$ cat src/rtl/maxpool_2x2_unit_if.sv
// Stream bundle between the conv engine, the 2x2 max-pool stage and its consumer.
`timescale 1ns/1ps
interface maxpool_2x2_unit_if #(
  parameter int DATA_W = 16
) ();
  logic                     conv_valid_i;
  logic signed [DATA_W-1:0] conv_data_i;
  logic                     pool_valid_o;
  logic signed [DATA_W-1:0] pool_data_o;
  logic                     pooling_finish;

  modport master (
    output conv_valid_i, conv_data_i,
    input  pool_valid_o, pool_data_o, pooling_finish
  );

  modport slave (
    input  conv_valid_i, conv_data_i,
    output pool_valid_o, pool_data_o, pooling_finish
  );
endinterface

$ cat src/rtl/maxpool_2x2_unit.sv
// 2x2 stride-2 signed max-pool over a raster-order conv feature map.
//   state  | meaning
//   IDLE   | waiting for pooling_ctrl; beats ignored
//   ACTIVE | accepting pixels, counting col/row
//   DONE   | one cycle, final pooled pixel and pooling_finish out
`timescale 1ns/1ps
module maxpool_2x2_unit #(
  parameter int DATA_W = 16,
  parameter int IMG_W  = 28,
  parameter int IMG_H  = 28
) (
  input  logic           clk,
  input  logic           nrst,
  input  logic           pooling_ctrl,
  maxpool_2x2_unit_if.slave pif
);
  localparam int CW  = (IMG_W > 1) ? $clog2(IMG_W) : 1;
  localparam int RW  = (IMG_H > 1) ? $clog2(IMG_H) : 1;
  localparam int LB  = IMG_W / 2;
  localparam int LBW = (LB > 1) ? $clog2(LB) : 1;

  generate
    if ((IMG_W % 2) != 0 || IMG_W < 2) begin : g_bad_w
      $error("maxpool_2x2_unit: IMG_W must be even");
    end
    if ((IMG_H % 2) != 0 || IMG_H < 2) begin : g_bad_h
      $error("maxpool_2x2_unit: IMG_H must be even");
    end
  endgenerate

  typedef enum logic [1:0] {IDLE, ACTIVE, DONE} state_t;

  state_t                   state_q, state_d;
  logic [CW-1:0]            col_q, col_d;
  logic [RW-1:0]            row_q, row_d;
  logic signed [DATA_W-1:0] hold_q, hold_d;
  logic                     pv_q, pv_d;
  logic signed [DATA_W-1:0] pd_q, pd_d;
  logic signed [DATA_W-1:0] lbuf_q [LB];
  logic                     lb_we;
  logic [LBW-1:0]           lb_idx;
  logic signed [DATA_W-1:0] lb_rd;
  logic signed [DATA_W-1:0] hmax;

  assign lb_idx = LBW'(col_q >> 1);
  assign lb_rd  = lbuf_q[lb_idx];
  assign hmax   = (hold_q > pif.conv_data_i) ? hold_q : pif.conv_data_i;

  always_comb begin
    state_d = state_q;
    col_d   = col_q;
    row_d   = row_q;
    hold_d  = hold_q;
    pv_d    = 1'b0;
    pd_d    = pd_q;
    lb_we   = 1'b0;
    unique case (state_q)
      IDLE: begin
        col_d = '0;
        row_d = '0;
        if (pooling_ctrl) state_d = ACTIVE;
      end
      ACTIVE: begin
        if (!pooling_ctrl) begin
          // abort: drop the partial frame, nothing more is emitted
          state_d = IDLE;
          col_d   = '0;
          row_d   = '0;
        end else if (pif.conv_valid_i) begin
          if (!col_q[0]) begin
            hold_d = pif.conv_data_i;
          end else if (!row_q[0]) begin
            lb_we = 1'b1;
          end else begin
            pv_d = 1'b1;
            pd_d = (lb_rd > hmax) ? lb_rd : hmax;
          end
          if (col_q == CW'(IMG_W - 1)) begin
            col_d = '0;
            if (row_q == RW'(IMG_H - 1)) begin
              row_d   = '0;
              state_d = DONE;
            end else begin
              row_d = row_q + 1'b1;
            end
          end else begin
            col_d = col_q + 1'b1;
          end
        end
      end
      DONE:    state_d = IDLE;
      default: state_d = IDLE;
    endcase
  end

  always_ff @(posedge clk or negedge nrst) begin
    if (!nrst) begin
      state_q <= IDLE;
      col_q   <= '0;
      row_q   <= '0;
      hold_q  <= '0;
      pv_q    <= 1'b0;
      pd_q    <= '0;
    end else begin
      state_q <= state_d;
      col_q   <= col_d;
      row_q   <= row_d;
      hold_q  <= hold_d;
      pv_q    <= pv_d;
      pd_q    <= pd_d;
    end
  end

  // line buffer holds even-row horizontal maxima; contents need no reset
  always_ff @(posedge clk) begin
    if (lb_we) lbuf_q[lb_idx] <= hmax;
  end

  assign pif.pool_valid_o   = pv_q;
  assign pif.pool_data_o    = pd_q;
  assign pif.pooling_finish = (state_q == DONE);
endmodule

$ cat src/flat_wrapper.sv
// flat-port wrapper written by rule: the top's interface ports become plain ports
module maxpool_2x2_unit_flat 
#(
  parameter int DATA_W = 16,
  parameter int IMG_W  = 28,
  parameter int IMG_H  = 28
)
  (clk, nrst, pooling_ctrl, pif_conv_valid_i, pif_conv_data_i, pif_pool_valid_o, pif_pool_data_o, pif_pooling_finish);
  maxpool_2x2_unit_if #(.DATA_W(DATA_W)) pif_i ();
  input  logic clk;
  input  logic nrst;
  input  logic pooling_ctrl;
  input wire logic [$bits(pif_i.conv_valid_i)-1:0] pif_conv_valid_i;
  input wire logic [$bits(pif_i.conv_data_i)-1:0] pif_conv_data_i;
  output wire logic [$bits(pif_i.pool_valid_o)-1:0] pif_pool_valid_o;
  output wire logic [$bits(pif_i.pool_data_o)-1:0] pif_pool_data_o;
  output wire logic [$bits(pif_i.pooling_finish)-1:0] pif_pooling_finish;
  assign pif_i.conv_valid_i = pif_conv_valid_i;
  assign pif_i.conv_data_i = pif_conv_data_i;
  assign pif_pool_valid_o = pif_i.pool_valid_o;
  assign pif_pool_data_o = pif_i.pool_data_o;
  assign pif_pooling_finish = pif_i.pooling_finish;
  maxpool_2x2_unit #(.DATA_W(DATA_W), .IMG_W(IMG_W), .IMG_H(IMG_H)) u_core (.clk(clk), .nrst(nrst), .pooling_ctrl(pooling_ctrl), .pif(pif_i));
endmodule
$ cat config.mk
export PLATFORM = sky130hd
export DESIGN_NAME = maxpool_2x2_unit_flat
export DESIGN_NICKNAME = d
export VERILOG_FILES = /design/src/rtl/maxpool_2x2_unit_if.sv /design/src/rtl/maxpool_2x2_unit.sv /design/src/flat_wrapper.sv
export SDC_FILE = /design/constraint.sdc
export NUM_CORES = 1
export LEC_CHECK = 0
export CORE_ASPECT_RATIO = 1.75
export CORE_MARGIN = 4
export CORE_UTILIZATION = 66
export DETAILED_ROUTE_END_ITERATION = 6
export PLACE_DENSITY = 0.88
export SLEW_MARGIN = 20
export SYNTH_ARGS = -nofsm -noshare
export SYNTH_HDL_FRONTEND = slang
export SYNTH_SLANG_ARGS = --single-unit
$ cat constraint.sdc
create_clock -name clk -period 5.64 [get_ports clk]
set_input_delay 0.564 -clock clk [delete_from_list [all_inputs] [get_ports clk]]
set_output_delay 0.564 -clock clk [all_outputs]
set_load 0.01 [all_outputs]
**Zoomed window**

Window x 41 to 71, y 42 to 72 um. Cells in gray, sequential cells in the stronger gray; small squares are vias.
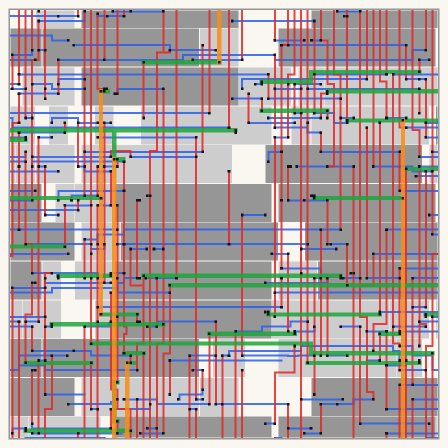
| color | layer |
|---|---|
| red | metal 2 |
| green | metal 3 |
| blue | metal 1 |
| orange | metal 4 |
sequential cells in the window: 15
netlist names of flops here include: u_core.lbuf_q (15)
most frequent: edfxtp_1 (15), nor2_1 (7), buf_4 (6)
cells with their middle in the window: 46

**Metal 4**

Scale: 3 px per um. Supply wires on this layer in gray.
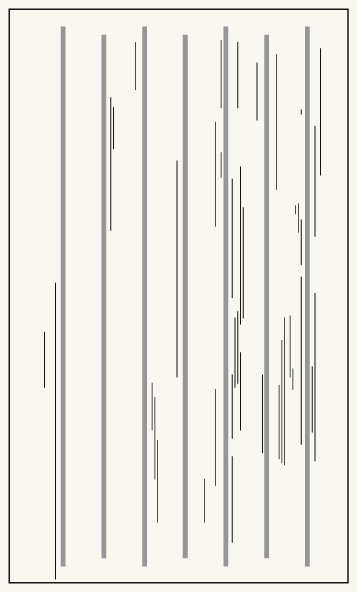
wire length on this layer: 1190 um
nets with wire on the layer: 36
main direction: vertical
longest straight run: 98.6 um
share of all routed wire: 4.2%

**Routing congestion**

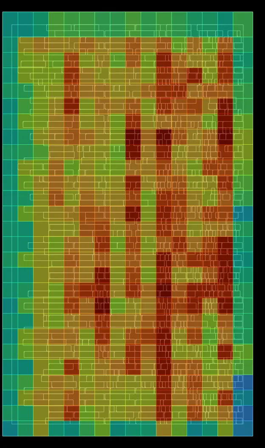
total track usage: 27.5%
GRT busiest layer: met2

**Gate families picked out**

Scale: 4 px per um.
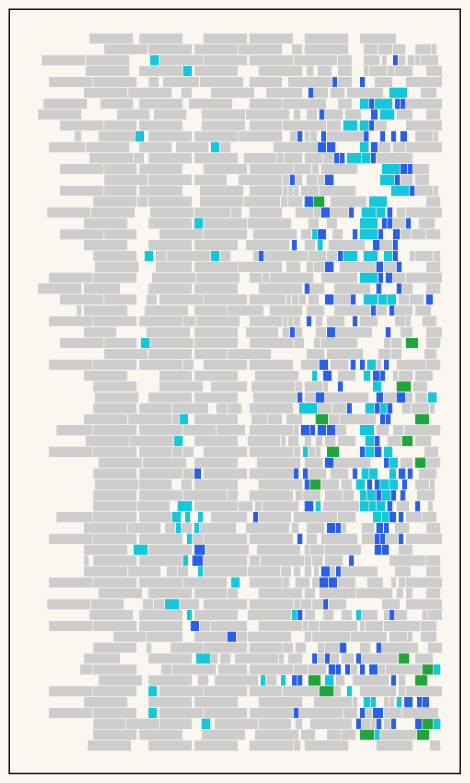
| color | family | cells |
|---|---|---|
| green | AND-OR and OR-AND gates | 17 |
| cyan | NOR gates | 94 |
| blue | NAND gates | 153 |

==> metrics.yaml <==
run_status:
  outcome: "finished clean"
synthesis:
  syn_area_mm2: 0.0126
  yosysTopAreaCell: "edfxtp_1"
  top_cell_area_share_pct: 53.4
  top_logic_kind: "multiplexers"
  yosysUniqueCellTypes: 53
  ys_sh_adder_pct: 3.38
  yosys_area_mm2: 0.0126
  synthMuxAreaShare_pct: 11.5
  yosys_cells: 881
  synth.avg_cell_area_um2: 14.3
  numSynthFlops: 269
  synth.most_common_cell: "edfxtp_1"
  synthTopCellsByCount: "224 x edfxtp_1, 102 x nand2_1, 48 x mux4_2"
  synth_warnings: 0
  ys_seq_share_pct: 62.4
  flop_cell: "edfxtp_1"
cells_and_area:
  fillerInstances: 1054
  clock_area_share_pct: 5.88
  logic_gates: 515
  drive_gt1_share_pct: 19.4
  buffers: 71
  clkbuf_count: 30
  diodes: 0
  inverters: 38
sta:
  worst_pin_slew_ns: 0.740
  fin_setup_tns_ns: 0
  skew_ns: 0.0157
  drv_slew: 0
  rsz0062_at_grt: "false"
  setup_viol: 0
  whs_ns: 0.0382
  finalHoldViolCount: 0
  period_needed_ns: 4.87
  fin_crit_sh_pct: 86.3
detailed_routing:
  drtIter0Drc: 958
  drc: 0
  drt.antenna.violating_nets: 0
  vias: 7998
  routed_wl_um: 28700
clocking:
  cts_buffers: 24
  holdBufCountCts: 0
  clkLatencyLatePin_ns: 0.52
  clock-sinks: 269
  cts_tree: "yes"
  post_cts_buffers: 0
  cts_buffer_depth: 3
power_and_ir_drop:
  seq_power_share_pct: 44.4
  p_seq_w: 0.00284
  ir_worst_vdd_uv: 323
  cellInternalPower_w: 0.00429
  powerDensity_mw_per_mm2: 455
  p_sw_share_pct: 32.9
  power.share.clock_pct: 26.6
  maxPowerGroup: "sequential cells"
  pwr-share-comb_pct: 29.0
grt:
  grt_pass1_vias: 8197
  grt_max_degree: 59
placed_design:
  io_buffer_count: 37
  place_congestion: 0.919
floorplan:
  tap_cells: 238
  core-area_mm2: 0.0187
  ioPinCount: 38
  num_rows: 66
critical_path:
  arrival_ns: 5.30
  end_kind: "flip-flop"
  critPathLaunchType: "primary input"
  crit_chain: "clkdlybuf4s50_1 -> inv_1 -> ha_1 -> clkinv_1 -> a21oi_2 -> a211o_1 -> buf_4 -> nor4_1 -> nor3_1 -> inv_1 -> ha_1 -> nand2b_1 -> a21oi_1 -> o21ai_1 -> a31o_1 -> a31o_2 -> o211ai_1"
state kept, by name (all words and copies together), names as in the netlist:
name,flops
u_core.col_q,5
u_core.pif.pool_data_o,16
u_core.row_q,5
u_core.lbuf_q,224
u_core.pif.pool_valid_o,1
u_core.hold_q,16
u_core.state_q,2
final timing paths:
path | startpoint | endpoint | slack [ns] | depth (start not counted)
setup / recovery | pif_conv_data_i[15] | u_core.pif.pool_data_o[13] | 0.77 | 17
hold / removal | nrst | u_core.row_q[1] | 0.04 | 1
setup reg to reg | u_core.hold_q[15] | u_core.pif.pool_data_o[13] | 0.96 | 15
hold reg to reg | u_core.pif.pool_data_o[2] | u_core.pif.pool_data_o[2] | 0.51 | 2
max in group asynchronous | nrst | u_core.col_q[1] | 5.15 | 1
min in group clk | u_core.pif.pool_data_o[2] | u_core.pif.pool_data_o[2] | 0.51 | 2
per-layer routing:
metal  global-route usage (%)  routed length (um)  vias up
met3                     2.99                1600       87
met2                     49.5               15500      404
met4                     11.9                1190        0
met5                        0                   0        -
met1                     33.6               10300     3994
li1                         -                   -     3513
cell usage in the layout, fill, tap and decap left out, types with 21 or more instances in the layout:
cell type,count
clkdlybuf4s50_1,36
nor2_1,21
a211oi_1,32
ha_1,34
clkbuf_16,25
a21oi_1,25
dfrtp_1,41
nor4_1,24
nand2_1,102
mux4_2,48
buf_4,33
inv_1,37
nand3_1,22
edfxtp_1,224
o21ai_0,26
metrics by stage:
step	worst slack [ns]	power, W	std cells	cell area [um2]
floorplan	1.64	0.00406	881	12600
CTS	0.853	0.00640	1175	14100
detailed placement	0.347	0.00468	1131	13200
finish	0.772	0.00640	1175	14100
global route	0.463	0.00672	1175	14100
global placement	0.484	0.00458	1131	13200
Power is estimated from default activity; no workload was simulated.
